**src/rtl/alu_issue_ctrl.sv**
```systemverilog
// alu_issue_ctrl: command-side initiator for the 32-bit combinational ALU.
// Accepts an op request, drives the ALU operands/select/enable for the
// op's cycle count, captures the ALU output and returns it as a response.
// Optional feature macro: ALU_ISSUE_ERRCNT_EN adds a saturating count of
// accepted illegal-opcode commands on the err_count output.
module alu_issue_ctrl #(
    parameter int WIDTH      = 32,
    parameter int MUL_CYCLES = 2
) (
    input  logic             clk,
    input  logic             rst_n,
    input  logic             cmd_valid,
    output logic             cmd_ready,
    input  logic [2:0]       cmd_op,
    input  logic [WIDTH-1:0] cmd_a,
    input  logic [WIDTH-1:0] cmd_b,
    output logic [WIDTH-1:0] alu_a,
    output logic [WIDTH-1:0] alu_b,
    output logic [2:0]       alu_sel,
    output logic             alu_enable,
    input  logic [WIDTH-1:0] alu_result,
    output logic             rsp_valid,
    input  logic             rsp_ready,
    output logic [WIDTH-1:0] rsp_data,
    output logic             rsp_err
`ifdef ALU_ISSUE_ERRCNT_EN
    ,
    output logic [15:0]      err_count
`endif
);

    typedef enum logic [1:0] {
        IDLE  = 2'd0,
        ISSUE = 2'd1,
        WAIT  = 2'd2,
        RESP  = 2'd3
    } state_t;

    localparam logic [2:0] SEL_AND  = 3'b000;
    localparam logic [2:0] SEL_OR   = 3'b001;
    localparam logic [2:0] SEL_NAND = 3'b100;
    localparam logic [2:0] SEL_ADD  = 3'b010;
    localparam logic [2:0] SEL_SUB  = 3'b011;
    localparam logic [2:0] SEL_MUL  = 3'b111;

    // MUL spends one cycle in ISSUE and MUL_CYCLES-1 in WAIT; the counter
    // is loaded with the number of WAIT cycles minus one.
    localparam bit         MUL_MULTI = (MUL_CYCLES > 1);
    localparam int         WAIT_CYC  = (MUL_CYCLES > 1) ? (MUL_CYCLES - 2) : 0;
    localparam logic [3:0] WAIT_LOAD = 4'(WAIT_CYC);

    // Returns {legal, select}; illegal opcodes map to a zero select that is
    // never loaded into the operand registers.
    function automatic logic [3:0] encode_op(input logic [2:0] op);
        case (op)
            3'd0:    return {1'b1, SEL_AND};
            3'd1:    return {1'b1, SEL_OR};
            3'd2:    return {1'b1, SEL_NAND};
            3'd3:    return {1'b1, SEL_ADD};
            3'd4:    return {1'b1, SEL_SUB};
            3'd5:    return {1'b1, SEL_MUL};
            default: return {1'b0, 3'b000};
        endcase
    endfunction

    state_t             state_q, state_d;
    logic [WIDTH-1:0]   a_q, a_d;
    logic [WIDTH-1:0]   b_q, b_d;
    logic [2:0]         sel_q, sel_d;
    logic [WIDTH-1:0]   data_q, data_d;
    logic               err_q, err_d;
    logic [3:0]         cnt_q, cnt_d;
    logic [3:0]         enc_op;
    logic               illegal_acc;

    assign enc_op      = encode_op(cmd_op);
    assign illegal_acc = (state_q == IDLE) && cmd_valid && !enc_op[3];

    // State register.
    always_ff @(posedge clk or negedge rst_n) begin
        if (!rst_n) begin
            state_q <= IDLE;
        end else begin
            state_q <= state_d;
        end
    end

    // Operand, select, counter and response registers.
    always_ff @(posedge clk or negedge rst_n) begin
        if (!rst_n) begin
            a_q    <= '0;
            b_q    <= '0;
            sel_q  <= SEL_AND;
            data_q <= '0;
            err_q  <= 1'b0;
            cnt_q  <= '0;
        end else begin
            a_q    <= a_d;
            b_q    <= b_d;
            sel_q  <= sel_d;
            data_q <= data_d;
            err_q  <= err_d;
            cnt_q  <= cnt_d;
        end
    end

    // Next-state and datapath-load decisions.
    always_comb begin
        state_d = state_q;
        a_d     = a_q;
        b_d     = b_q;
        sel_d   = sel_q;
        data_d  = data_q;
        err_d   = err_q;
        cnt_d   = cnt_q;
        case (state_q)
            IDLE: begin
                if (cmd_valid) begin
                    if (enc_op[3]) begin
                        a_d     = cmd_a;
                        b_d     = cmd_b;
                        sel_d   = enc_op[2:0];
                        state_d = ISSUE;
                    end else begin
                        // Illegal op: answer directly, ALU untouched.
                        data_d  = '0;
                        err_d   = 1'b1;
                        state_d = RESP;
                    end
                end
            end
            ISSUE: begin
                if (MUL_MULTI && (sel_q == SEL_MUL)) begin
                    cnt_d   = WAIT_LOAD;
                    state_d = WAIT;
                end else begin
                    data_d  = alu_result;
                    err_d   = 1'b0;
                    state_d = RESP;
                end
            end
            WAIT: begin
                if (cnt_q == 4'd0) begin
                    data_d  = alu_result;
                    err_d   = 1'b0;
                    state_d = RESP;
                end else begin
                    cnt_d = cnt_q - 4'd1;
                end
            end
            RESP: begin
                if (rsp_ready) begin
                    state_d = IDLE;
                end
            end
            default: begin
                state_d = IDLE;
            end
        endcase
    end

    assign cmd_ready  = (state_q == IDLE);
    assign alu_enable = (state_q == ISSUE) || (state_q == WAIT);
    assign rsp_valid  = (state_q == RESP);
    assign alu_a      = a_q;
    assign alu_b      = b_q;
    assign alu_sel    = sel_q;
    assign rsp_data   = data_q;
    assign rsp_err    = err_q;

`ifdef ALU_ISSUE_ERRCNT_EN
    logic [15:0] err_cnt_q;

    // Saturating count of accepted illegal-opcode commands.
    always_ff @(posedge clk or negedge rst_n) begin
        if (!rst_n) begin
            err_cnt_q <= '0;
        end else if (illegal_acc && (err_cnt_q != 16'hFFFF)) begin
            err_cnt_q <= err_cnt_q + 16'd1;
        end
    end

    assign err_count = err_cnt_q;
`else
    logic unused_illegal;
    assign unused_illegal = illegal_acc;
`endif

endmodule
```
**config.mk**
```make
export PLATFORM = sky130hd
export DESIGN_NAME = alu_issue_ctrl
export DESIGN_NICKNAME = d
export VERILOG_FILES = /design/src/rtl/alu_issue_ctrl.sv
export SDC_FILE = /design/constraint.sdc
export NUM_CORES = 1
export LEC_CHECK = 0
export CORE_MARGIN = 3
export CORE_UTILIZATION = 36
export CTS_BUF_LIST = sky130_fd_sc_hd__clkbuf_8
export CTS_CLUSTER_SIZE = 40
export DETAILED_ROUTE_END_ITERATION = 12
export GPL_ROUTABILITY_DRIVEN = 0
export HOLD_SLACK_MARGIN = 0.05
export PLACE_DENSITY = 0.86
export SETUP_SLACK_MARGIN = 0.05
export SYNTH_ARGS = -nofsm -noshare
export SYNTH_HDL_FRONTEND = slang
export SYNTH_SLANG_ARGS = --single-unit
```
**constraint.sdc**
```tcl
create_clock -name clk -period 1.9 [get_ports clk]
set_clock_uncertainty 0.1 [all_clocks]
set_input_delay 0.57 -clock clk [delete_from_list [all_inputs] [get_ports clk]]
set_output_delay 0.57 -clock clk [all_outputs]
set_load 0.005 [all_outputs]
```
==> out/metrics.yaml <==
setup_path:
  crit_end: "rsp_data[20]"
  required_ps: 2100
  critPathCaptureType: "flip-flop"
  crit_start: "cmd_op[2]"
  crit_fanout: 8
  cp_num_buf_inv: 2
  r2r_cells: 7
  path_cells: "clkdlybuf4s50_1 > nand2_4 > a221oi_4 > nand3_4 > clkbuf_16 > mux2i_1"
  start_kind: "primary input"
  crit_slowest_cell: "clkdlybuf4s50_1"
  critPathMaxStageDelay_ps: 530
cells_and_area:
  layout_top_cell: "dfrtp_1"
  drive_gt1_share_pct: 24.5
  n_antenna_cell: 0
sta:
  rsz0062_at_grt: "yes"
  fmax_mhz: 503
  worstMarginPinSlew_ps: 392
  setup_viol: 34
  finalWorstSetupSlack_ps: -87.1
  period_needed_ps: 1990
detailed_routing:
  ant_nets: 0
  wirelength_mm: 11.9
  drt-initial-drc-count: 142
  avgRoutedWirePerCell_um: 15.8
  route.detailed.drc: 0
  firstDrtPassIters: 4
logic_synthesis:
  synthCells: 341
  ys_seq_share_pct: 59.4
  yosys.area.top_type_share_pct: 59.4
  yosys_warnings: 0
  yosys.stat.chipArea_mm2: 0.00447
  synth_flop_count: 106
  syn_area_per_cell_um2: 13.1
  area_leaders: "dfrtp_1 (59%), mux2_2 (16%), mux2i_1 (7.4%)"
  flop_cell: "dfrtp_1"
floorplan:
  fp.dieH_um: 117
  fp-utilization_pct: 37.0
min_path:
  hp-class: "flip-flop to flip-flop"
  hp-start: "alu_b[16]"
power:
  leakage_uw: 0.00352
clocking:
  clock-root-buffer: "clkbuf_8"
  clkLatencyLatePin_ps: 370
  htreeDepth: 3
  clock_sinks: 106
  clock_path_buffers: 2
  cts_buffers: 9
  cts_tree: "built"
global_routing:
  grt_pass1_wl_mm: 19.5
  antenna_found_initial: 0
  grt_max_degree: 42
  gr-total-overflow: 0
  grt.total_usage_pct: 17.6
  first_global_vias: 3791
status:
  violations: "negative setup slack"
  status: "complete, but fails checks"
placement:
  port_buffers: 205
  dp_hpwl_mm: 8.53
job:
  warnings: 33
-- report_power, final --
part | internal (uW) | switching, uW | total (uW) | leakage, uW
Clock | 667 | 800 | 1470 | 0.000112
Combinational | 3350 | 2410 | 5760 | 0.00211
Sequential | 3310 | 484 | 3790 | 0.00130
-- cell families (layout without fill, tap and decap cells) --
group | count (synthesis) | in the layout | share of synthesized area [%]
AOI/OAI and AO/OA | 22 | 22 | 3.75
adders and majority gates | 7 | 7 | 1.96
buffers and inverters | 55 | 301 | 5.54
DFF | 106 | 106 | 59.4
muxes | 98 | 98 | 23.8
and+or+nand+nor | 53 | 53 | 5.60
-- stage by stage --
stage               TNS (ps)  cells  total power (uW)
floorplan                  0    341              6400
global placement      -31650    716              9250
detailed placement    -34550    716              9490
CTS                     -575    750             10800
global route           -3620    755             11800
finish                 -1910    755             11000
-- registers in the layout (all words and copies together) (netlist names) --
register	count
rsp_err	1
alu_a	32
alu_b	32
cnt_q	4
state_q	2
alu_sel	3
rsp_data	32
-- routing by layer --
layer	vias to the layer above	wire length, um	global-route usage, %
met5	-	0	0
met4	0	279	6.89
met3	19	981	5.45
met2	148	6020	30.5
met1	1645	4610	20.3
li1	1626	-	-
-- what timing repair did --
| item | in CTS | in global routing |
|---|---|---|
| resized | 132 | 21 |
| hold buffers | 1 | 0 |
| setup endpoints to repair | 137 | 42 |
| cloned | 2 | 1 |
| endpoints found under the hold margin | 28 | 0 |
| pin swaps | 3 | 10 |
| buffers inserted | 15 | 5 |
-- final cells by class --
cell class              count  area, um^2
fillers                  1006        4780
flip-flops and latches    106        2650
repair buffers            246        2390
multi-input cells         180        1680
well taps                 168         210
inverters                  39         146
clock buffers              10         138
clock inverters             6        73.8
Fig. 1: gate-type map
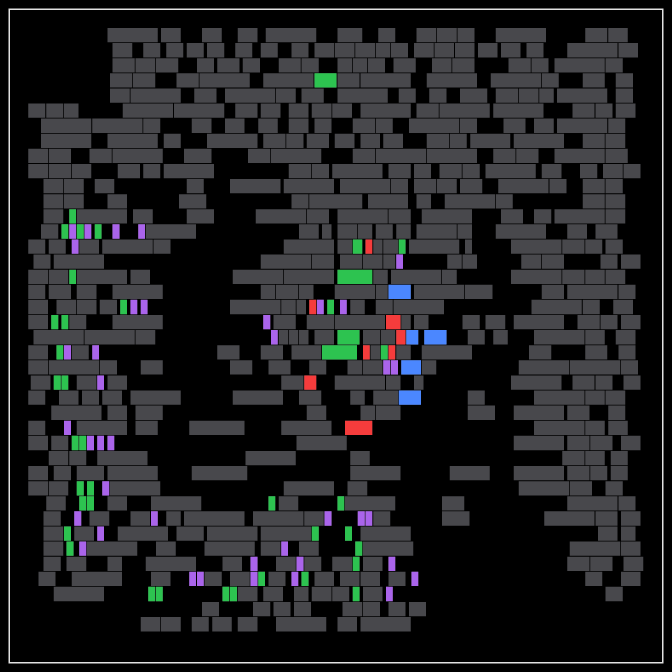
legend:
  nand cells:
    color: green
    cells: 40
    most_used: nand2_1
  inv cells:
    color: purple
    cells: 39
    most_used: inv_1
  and/or cells:
    color: blue
    cells: 5
    where: middle
  nor cells:
    color: red
    cells: 8
    most_used: nor2_1
    where: middle

Fig. 2: sequential cells grouped by signal name
The bar under the picture is 20 um long.
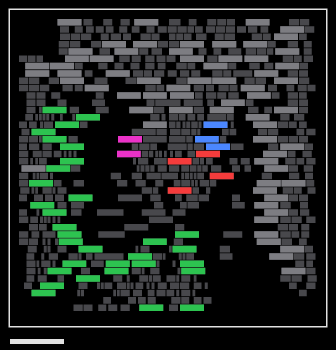
legend:
  `cnt_q`:
    color: red
    placed_flops: 4
    where: middle
  `state_q`:
    color: magenta
    placed_flops: 2
  `rsp_data`:
    color: green
    placed_flops: 32
  `alu_sel`:
    color: blue
    placed_flops: 3
not colored: 65

Fig. 3: routed clock nets over the placement
The bar under the picture is 20 um long.
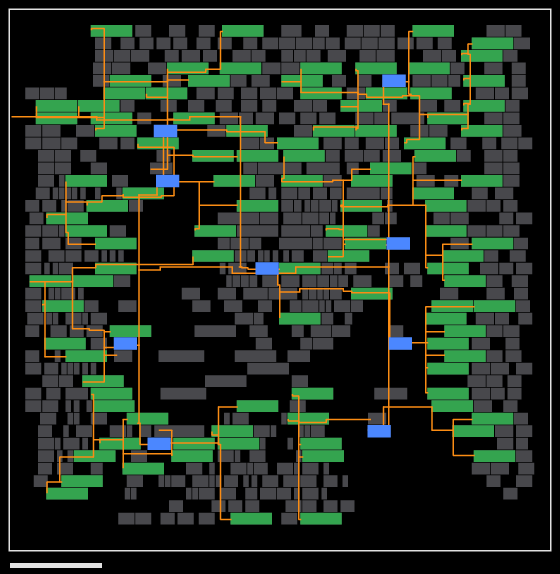
legend:
  clock-net drivers:
    color: blue
    count: 9
  clock wires:
    color: orange
    length: 1,250 um
  flip-flops:
    color: green
    count: 106
flops lie: spread over the die

Power and IR drop assume default switching activity.
